## src/rtl/arch_pkg.sv

```systemverilog
// Shared definitions for the PC fetch stage: word size, reset PC and FSM encoding.
package arch_pkg;

    localparam int          WORD_BYTES       = 4;
    localparam logic [31:0] RESET_PC_DEFAULT = 32'h0000_0080;

    typedef enum logic [1:0] {
        IDLE  = 2'd0,
        RUN   = 2'd1,
        FLUSH = 2'd2
    } state_t;

endpackage

```

## src/rtl/pc_next_mux.sv

```systemverilog
// Next-PC priority select: jump over branch over sequential; jump targets are word-aligned here.
module pc_next_mux #(
    parameter int WIDTH = 32
) (
    input  logic             jump,
    input  logic             branch_taken,
    input  logic [WIDTH-1:0] jump_target,
    input  logic [WIDTH-1:0] pc_plus4,
    input  logic [WIDTH-1:0] branch_target,
    output logic [WIDTH-1:0] next_pc,
    output logic             redirect
);

    logic unused;
    assign unused = ^jump_target[1:0];

    always_comb begin
        next_pc  = pc_plus4;
        redirect = 1'b0;
        if (jump) begin
            next_pc  = {jump_target[WIDTH-1:2], 2'b00};
            redirect = 1'b1;
        end else if (branch_taken) begin
            next_pc  = branch_target;
            redirect = 1'b1;
        end
    end

endmodule

```

## src/rtl/yAdder.sv

```systemverilog
// Ripple-carry adder used by the datapath; z = a + b + cin, cout is the carry out of the MSB.
module yAdder #(
    parameter int W = 32
) (
    output logic [W-1:0] z,
    output logic         cout,
    input  logic [W-1:0] a,
    input  logic [W-1:0] b,
    input  logic         cin
);

    logic [W:0] c;

    assign c[0] = cin;

    for (genvar i = 0; i < W; i++) begin : g_bit
        assign z[i]   = a[i] ^ b[i] ^ c[i];
        assign c[i+1] = (a[i] & b[i]) | (c[i] & (a[i] ^ b[i]));
    end

    assign cout = c[W];

endmodule

```

## src/rtl/pc_fetch_stage.sv

```systemverilog
// Program-counter stage: holds the PC, drives the sequential and branch-target adders,
// and offers the fetch address to the consumer with a one-cycle bubble after each redirect.
module pc_fetch_stage
    import arch_pkg::*;
#(
    parameter int               WIDTH    = 32,
    parameter logic [WIDTH-1:0] RESET_PC = WIDTH'(RESET_PC_DEFAULT)
) (
    input  logic             clk,
    input  logic             rst_n,
    input  logic             stall,
    input  logic             branch_taken,
    input  logic [WIDTH-1:0] branch_imm,
    input  logic             jump,
    input  logic [WIDTH-1:0] jump_target,
    input  logic             out_ready,
    output logic [WIDTH-1:0] pc,
    output logic [WIDTH-1:0] pc_plus4,
    output logic             fetch_valid,
    output logic             pc_wrap,
    output state_t           state_dbg
);

    localparam logic [WIDTH-1:0] STEP = WIDTH'(WORD_BYTES);

    // Handshake: pc is offered while fetch_valid=1 and taken on a rising edge where
    // out_ready=1 and stall=0; once offered, pc and fetch_valid hold until taken.
    state_t           state;
    logic             seq_cout;
    logic [WIDTH-1:0] branch_target;
    logic             tgt_cout;
    logic [WIDTH-1:0] next_pc;
    logic             redirect;
    logic             advance;
    logic             unused;

    assign unused    = ^{tgt_cout, branch_imm[WIDTH-1:WIDTH-2]};
    assign advance   = out_ready & ~stall;
    assign state_dbg = state;

    yAdder #(.W(WIDTH)) u_seq_adder (
        .z    (pc_plus4),
        .cout (seq_cout),
        .a    (pc),
        .b    (STEP),
        .cin  (1'b0)
    );

    yAdder #(.W(WIDTH)) u_tgt_adder (
        .z    (branch_target),
        .cout (tgt_cout),
        .a    (pc_plus4),
        .b    ({branch_imm[WIDTH-3:0], 2'b00}),
        .cin  (1'b0)
    );

    pc_next_mux #(.WIDTH(WIDTH)) u_next_mux (
        .jump          (jump),
        .branch_taken  (branch_taken),
        .jump_target   (jump_target),
        .pc_plus4      (pc_plus4),
        .branch_target (branch_target),
        .next_pc       (next_pc),
        .redirect      (redirect)
    );

    always_ff @(posedge clk or negedge rst_n) begin
        if (!rst_n) begin
            state       <= IDLE;
            pc          <= RESET_PC;
            fetch_valid <= 1'b0;
            pc_wrap     <= 1'b0;
        end else begin
            pc_wrap <= 1'b0;
            case (state)
                IDLE: begin
                    state       <= RUN;
                    fetch_valid <= 1'b1;
                end
                RUN: begin
                    if (advance) begin
                        pc <= next_pc;
                        if (redirect) begin
                            state       <= FLUSH;
                            fetch_valid <= 1'b0;
                        end else begin
                            // Only sequential advances report carry-out as a wrap.
                            pc_wrap <= seq_cout;
                        end
                    end
                end
                FLUSH: begin
                    state       <= RUN;
                    fetch_valid <= 1'b1;
                end
                default: begin
                    state       <= IDLE;
                    fetch_valid <= 1'b0;
                end
            endcase
        end
    end

endmodule
```

## config.mk

```make
export PLATFORM = sky130hd
export DESIGN_NAME = pc_fetch_stage
export DESIGN_NICKNAME = d
export VERILOG_FILES = /design/src/rtl/arch_pkg.sv /design/src/rtl/pc_next_mux.sv /design/src/rtl/yAdder.sv /design/src/rtl/pc_fetch_stage.sv
export SDC_FILE = /design/constraint.sdc
export NUM_CORES = 1
export LEC_CHECK = 0
export ABC_AREA = 1
export CORE_MARGIN = 2
export CORE_UTILIZATION = 42
export DETAILED_ROUTE_END_ITERATION = 10
export PLACE_DENSITY = 0.81
export SYNTH_ARGS = -nofsm -noshare
export SYNTH_HDL_FRONTEND = slang
export SYNTH_SLANG_ARGS = --single-unit
```

## constraint.sdc

```tcl
create_clock -name clk -period 13.2 [get_ports clk]
set_input_delay 1.98 -clock clk [delete_from_list [all_inputs] [get_ports clk]]
set_output_delay 1.98 -clock clk [all_outputs]
set_load 0.03 [all_outputs]
```

Clock distribution:
Bar = 20 µm.
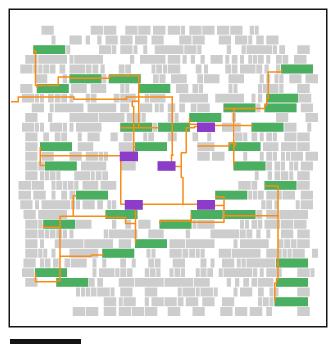
- purple: cells driving clock nets (count 5)
- orange: clock wires (length 504 µm)
- green: flip-flops (count 33)
- flops lie: spread over the die

Gate families picked out:
Bar = 20 µm.
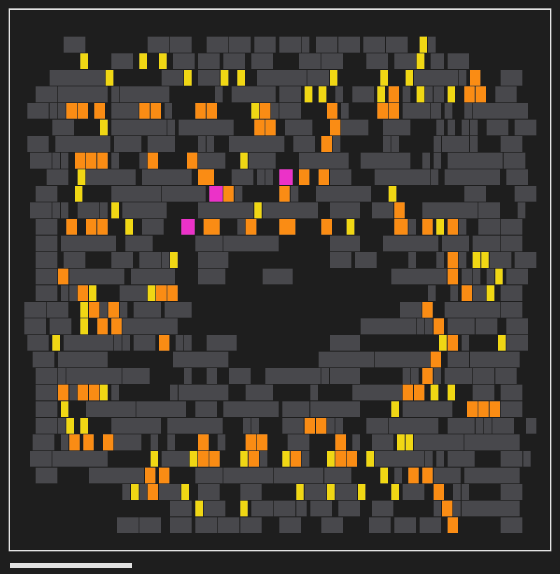
- yellow: inverters (cells 64; where spread over the die)
- orange: inverting AOI/OAI gates (cells 88; where spread over the die)
- magenta: AND and OR gates (cells 3)

==> results.json <==
{
  "met1Wirelength_um": 3290,
  "path_buffers": 6,
  "p_per_area_nw_per_um2": 156,
  "status": "completed",
  "seqCellArea_um2": 827,
  "hp-start": "pc[7]",
  "cts_buffers": 5,
  "num_rows": 30,
  "cts_resized": 9,
  "clkCellAreaFrac_pct": 2.29,
  "p_leak_nw": 2.15,
  "synth.top_cell.area_share_pct": 26.6,
  "dr.max_layer_used": "met4",
  "sh_comb_area_pct": 41.9,
  "drcViolationCount": 0,
  "slew_headroom_pct": 28.1,
  "wl_per_cell_um": 13.4,
  "cts_tree": "built",
  "critPathMaxStageDelay_ns": 0.50,
  "dpl_cell_area_um2": 4270,
  "grt_max_degree": 60,
  "intPower_uw": 372,
  "synth_cell_types": 23,
  "area_leaders": "dfrtp_1, fa_1, ha_1",
  "grt_pass1_wl_um": 12400,
  "common_cells": "nand2_1, inv_1, o21ai_0",
  "powerComb_uw": 455,
  "slew_viol_final": 0,
  "grt_pass1_vias": 2745,
  "whs_endpoint": "pc[7]",
  "fmax_mhz": 78.5,
  "skew_ns": 0.0102,
  "seqPwrFrac_pct": 22.0,
  "path_clk_slew_ns": 0.07,
  "netSwitchingFraction_pct": 46.3,
  "filler_cell_count": 601,
  "largest_class": "combinational gates",
  "flops": 33,
  "r2r_setup_slack_ns": 1.97,
  "lay_top_cells": "clkdlybuf4s50_1, nand2_1, inv_1, o21ai_0, dfrtp_1",
  "yosys_cells": 369,
  "cp.required_ns": 13.36,
  "yosysChipArea_um2": 3010,
  "vias": 2798,
  "yosys.area.top_type": "dfrtp_1",
  "start_kind": "primary input",
  "cp_num_cells": 40,
  "post_cts_buffers": 0,
  "diodes": 0,
  "met2WireLength_um": 3970,
  "warning_count": 30,
  "inv_count": 64,
  "nClkBuffers": 7,
  "top_power_group": "combinational cells",
  "die_x_um": 88.6,
  "layout-drive-gt1-share_pct": 8.02,
  "io_pins": 138,
  "p_comb_share_pct": 65.7,
  "holdBufCountCts": 0,
  "dr_wl_met3_um": 477,
  "fp_util_pct": 43.8,
  "cts_sinks": 33,
  "tightest_slew_ns": 1.07,
  "grtUsageTotal_pct": 19.9,
  "area_growth_pct": 47.1,
  "mostFrequentLayoutCell": "clkdlybuf4s50_1",
  "fin_area_um2": 4430,
  "p_clk_share_pct": 12.3,
  "edf_count": 0,
  "die_height_um": 88.6,
  "first_pass_iters": 4,
  "clockNetworkPower_uw": 85.0,
  "drt_iter0_markers": 94,
  "rsz0062_at_grt": "no",
  "viasPerCell": 4.81,
  "whs_path_depth": 2,
  "syn_area_per_cell_um2": 8.15,
  "critPathCaptureType": "flop",
  "ys_seq_elements": 33,
  "tns_ns": 0,
  "period_needed_ns": 12.75,
  "clock_latency_ns": 0.28,
  "nets": 613
}
Supply network:
Pins as bars on the die edge. Tap cells in gray.
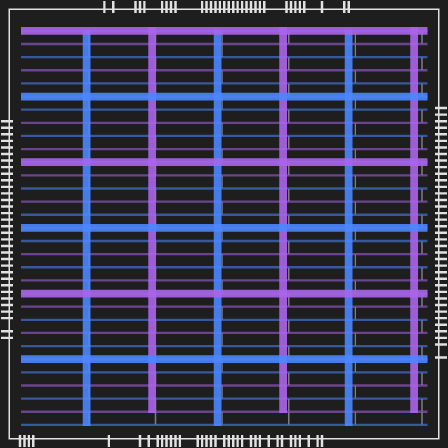
- purple: VDD
- blue: VSS
- met4 straps: 6
- met5 straps: 6
- rows: 30

Placed cells, one color a class:
Bar = 20 µm.
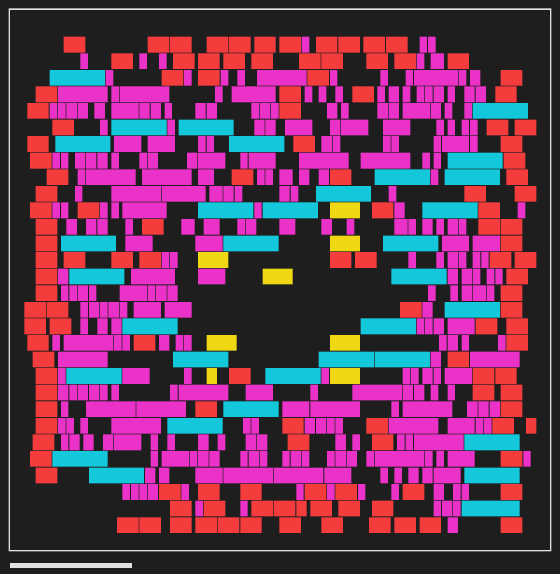
- yellow: clock drivers and dummy loads (cells 8)
- magenta: all other logic (cells 316)
- red: other buffers and delay cells (cells 129)
- cyan: flip-flops (cells 33)

-- per-layer routing --
metal  track usage [%]  vias up
met5                 0        -
met2              34.5       97
met4              5.37        0
met1              25.1     1310
met3              4.48        6
li1                  -     1385
-- cell families after synthesis --
| family | synth area share (%) |
|---|---|
| AOI/OAI and AO/OA | 14.9 |
| adders and majority gates | 31.1 |
| buffers and inverters | 13.2 |
| DFF | 27.5 |
| other | 0.125 |
| and+or+nand+nor | 13.2 |
-- flip-flops by register name, indices dropped and copies added, names as in the netlist --
register	cells
pc	30
state_dbg	2
pc_wrap	1
-- worst reg2reg max path: cells and delay by family (launching register included) --
family | cells | cell delay [ns]
AND-OR/OR-AND | 3 | 0.31
adder cells (fa/ha/maj) | 29 | 9.93
buffers and inverters | 5 | 0.34
flip-flops | 1 | 0.41
AND/OR/NAND/NOR | 2 | 0.11
